## config.mk

```make
export PLATFORM = sky130hd
export DESIGN_NAME = ram_stream_reader
export DESIGN_NICKNAME = d
export VERILOG_FILES = /design/src/rtl/ram_stream_reader.sv
export SDC_FILE = /design/constraint.sdc
export NUM_CORES = 1
export LEC_CHECK = 0
export ABC_CLOCK_PERIOD_IN_PS = 3120
export CAP_MARGIN = 20
export CELL_PAD_IN_SITES_DETAIL_PLACEMENT = 1
export CELL_PAD_IN_SITES_GLOBAL_PLACEMENT = 2
export CORE_MARGIN = 4
export CORE_UTILIZATION = 29
export DETAILED_ROUTE_END_ITERATION = 6
export GPL_ROUTABILITY_DRIVEN = 0
export PLACE_DENSITY_LB_ADDON = 0.2
export SYNTH_ARGS = -nofsm -noshare
export SYNTH_HDL_FRONTEND = slang
export SYNTH_SLANG_ARGS = --single-unit
```

## constraint.sdc

```tcl
create_clock -name clk -period 3.12 [get_ports clk]
set_input_delay 0.624 -clock clk [delete_from_list [all_inputs] [get_ports clk]]
set_output_delay 0.624 -clock clk [all_outputs]
set_load 0.05 [all_outputs]
```

## src/rtl/ram_stream_reader.sv

```systemverilog
// ram_stream_reader: streams a contiguous, address-wrapping block of RAM bytes through a 2-entry skid buffer
module ram_stream_reader #(
    parameter int ADDR_W = 12,
    parameter int DATA_W = 8
) (
    input  logic              clk,
    input  logic              rst,
    input  logic              start,
    input  logic [ADDR_W-1:0] start_addr,
    input  logic [ADDR_W:0]   length,
    output logic              busy,
    output logic              done,
    output logic [ADDR_W-1:0] read_address,
    input  logic [DATA_W-1:0] q,
    output logic [DATA_W-1:0] out_data,
    output logic              out_valid,
    input  logic              out_ready
);
    localparam logic [1:0] IDLE = 2'd0, RUN = 2'd1, DRAIN = 2'd2, DONE = 2'd3;
    logic [1:0]        r_state;
    logic [ADDR_W-1:0] r_addr, r_raddr;
    logic [ADDR_W:0]   r_remaining;
    logic              r_inflight;
    logic [DATA_W-1:0] r_buf [2];
    logic              r_wr_ptr, r_rd_ptr;
    logic [1:0]        r_count;
    logic              w_pop, w_issue, w_last;
    logic [1:0]        w_occ_after, w_next;
    always_comb begin
        w_pop       = out_valid && out_ready;
        w_occ_after = r_count - {1'b0, w_pop};
        w_issue     = r_state == RUN && r_remaining != '0 && (w_occ_after + {1'b0, r_inflight}) <= 2'd1;
        w_last      = r_remaining == '0 && !r_inflight;
        w_next      = r_state == IDLE  ? (start ? (length == '0 ? DONE : RUN) : IDLE)
                    : r_state == RUN   ? (w_last ? (w_occ_after == '0 ? DONE : DRAIN) : RUN)
                    : r_state == DRAIN ? (w_occ_after == '0 ? DONE : DRAIN)
                    : IDLE;
    end
    assign busy         = r_state == RUN || r_state == DRAIN;
    assign done         = r_state == DONE;
    assign read_address = w_issue ? r_addr : r_raddr;
    assign out_valid    = r_count != 2'd0;
    assign out_data     = r_buf[r_rd_ptr];
    always_ff @(posedge clk) begin
        if (rst) begin
            r_state     <= IDLE;
            r_addr      <= '0;
            r_raddr     <= '0;
            r_remaining <= '0;
            r_inflight  <= 1'b0;
        end else begin
            r_state    <= w_next;
            r_inflight <= w_issue;
            if (r_state == IDLE && start) begin
                r_addr      <= start_addr;
                r_remaining <= length;
            end
            if (w_issue) begin
                r_raddr     <= r_addr;
                r_addr      <= r_addr + ADDR_W'(1);
                r_remaining <= r_remaining - (ADDR_W + 1)'(1);
            end
        end
    end
    // RAM data returns the cycle after issue and lands at the buffer tail
    always_ff @(posedge clk) begin
        if (rst) begin
            r_buf[0] <= '0;
            r_buf[1] <= '0;
            r_wr_ptr <= 1'b0;
            r_rd_ptr <= 1'b0;
            r_count  <= 2'd0;
        end else begin
            if (r_inflight) begin
                r_buf[r_wr_ptr] <= q;
                r_wr_ptr        <= ~r_wr_ptr;
            end
            if (w_pop)
                r_rd_ptr <= ~r_rd_ptr;
            r_count <= r_count + {1'b0, r_inflight} - {1'b0, w_pop};
        end
    end
endmodule
```

**Congestion heat map**

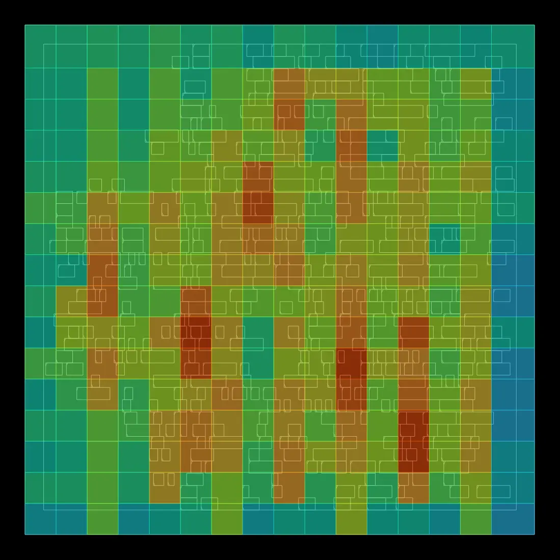
Top Usage Layer GRT: met2
Final Util: 41.3%
total track usage: 15.6%
GR Util met2: 25.9%
Avg WL per Cell: 16.9 um

==> impl_metrics.json <==
{
  "outcome": "finished, violations left",
  "violations": "setup timing",
  "routed_wl_um": 9470,
  "cts.clk_slew.worst_paths_ns": 0.07,
  "aoi_share_pct": 16.2,
  "seq_area_sq_mm": 0.00138,
  "setup_viol": 10,
  "p_sw_share_pct": 41.4,
  "clock_cell_area_share_pct": 4.27,
  "cts_sinks": 61,
  "ir_worst_vdd_v": 0.000242,
  "combGateArea_sq_mm": 0.00179,
  "tns_ns": -0.275,
  "nNonClkBuffers": 86,
  "n_all_inverters": 16,
  "synthArstFlopShare_pct": 0,
  "met3_length_um": 377,
  "powerDensity_mw_per_mm2": 801,
  "clock_power_share_pct": 19.6,
  "clock_latency_ns": 0.35,
  "drive_above_1_share_pct": 24.0,
  "finalInstanceArea_sq_mm": 0.00448,
  "pre_cts_ws_ns": -0.408,
  "antenna_found_initial": 0,
  "whs_ns": 0.518,
  "slew_violations": 0,
  "top_cells_by_area": "dfxtp_1, edfxtp_1, mux2_2",
  "buf_share_pct": 19.6,
  "lay_top_cells": "clkdlybuf4s50_1, dfxtp_1, buf_4",
  "syn_area_sq_mm": 0.00320,
  "setup_ws_ns": -0.0566,
  "crit_fanout": 5,
  "drc": 0,
  "grt_util_met1_pct": 20.1,
  "ios": 60,
  "synth-main-ff-cell": "dfxtp_1",
  "nClkBuffers": 10,
  "edf_count": 16,
  "largest-register": "r_buf",
  "dieArea_sq_mm": 0.0128,
  "vias": 2814
}
**Selected gate families**

Scale: 2 px per um.
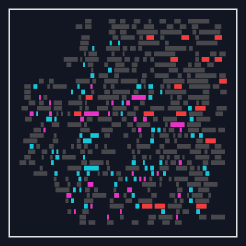
Key: magenta = NAND gates [cells 32]; red = multiplexers [cells 17]; cyan = NOR gates [cells 63]
Commonest Layout Cell: clkdlybuf4s50_1
fraction of area in multi-input gates: 39.9%

## final timing paths
check                          to
setup / recovery  read_address[0]
hold / removal           r_rd_ptr
setup reg to reg        r_addr[5]
hold reg to reg          r_rd_ptr
## power groups by stage
| stage | sequential [W] | clock, W | combinational (W) |
|---|---|---|---|
| 3_5_place_dp | 0.00112 | 0 | 0.00159 |
| 6_report | 0.00110 | 0.000702 | 0.00178 |
| 5_1_grt | 0.00112 | 0.000762 | 0.00194 |
| 2_1_floorplan | 0.00106 | 0 | 0.00113 |
| 3_3_place_gp | 0.00111 | 0 | 0.00156 |
| 4_1_cts | 0.00110 | 0.000724 | 0.00176 |
## critical path, stage by stage, from the launching register on
cell and delay [ns]:
dfxtp_2 0.32, or2_4 0.24, and2_4 0.15, ha_4 0.27, inv_4 0.04, ha_4 0.14, xnor3_2 0.23, and2_4 0.22
nand2_8 0.10, mux2_4 0.34, buf_8 0.16
## repair_timing
action / CTS / global route
cloned: 1 / 0
pin swaps: 3 / 1
setup endpoints to repair: 12 / 12
setup buffers: 5 / 3
gates resized: 36 / 3
## Yosys cell counts, drive strengths merged, types with 2 or more instances
| cell type | count |
|---|---|
| inv | 16 |
| dfxtp | 45 |
| xnor2 | 2 |
| edfxtp | 16 |
| nor4 | 10 |
| nor3b | 2 |
| a221oi | 2 |
| a311oi | 3 |
| or4 | 3 |
| o221a | 2 |
| ha | 9 |
| a21o | 2 |
| buf | 12 |
| nand3 | 5 |
| or3 | 5 |
| a31oi | 8 |
| nor2 | 18 |
| and3 | 4 |
| a32oi | 6 |
| nand3b | 3 |
| nor2b | 15 |
| and2 | 19 |
| or2 | 2 |
| nand2 | 18 |
| mux2 | 16 |
| a211oi | 4 |
| nand4 | 4 |
| a21oi | 22 |
| o21ai | 31 |
| clkbuf | 6 |
| nor3 | 17 |
Power and IR drop assume default switching activity.
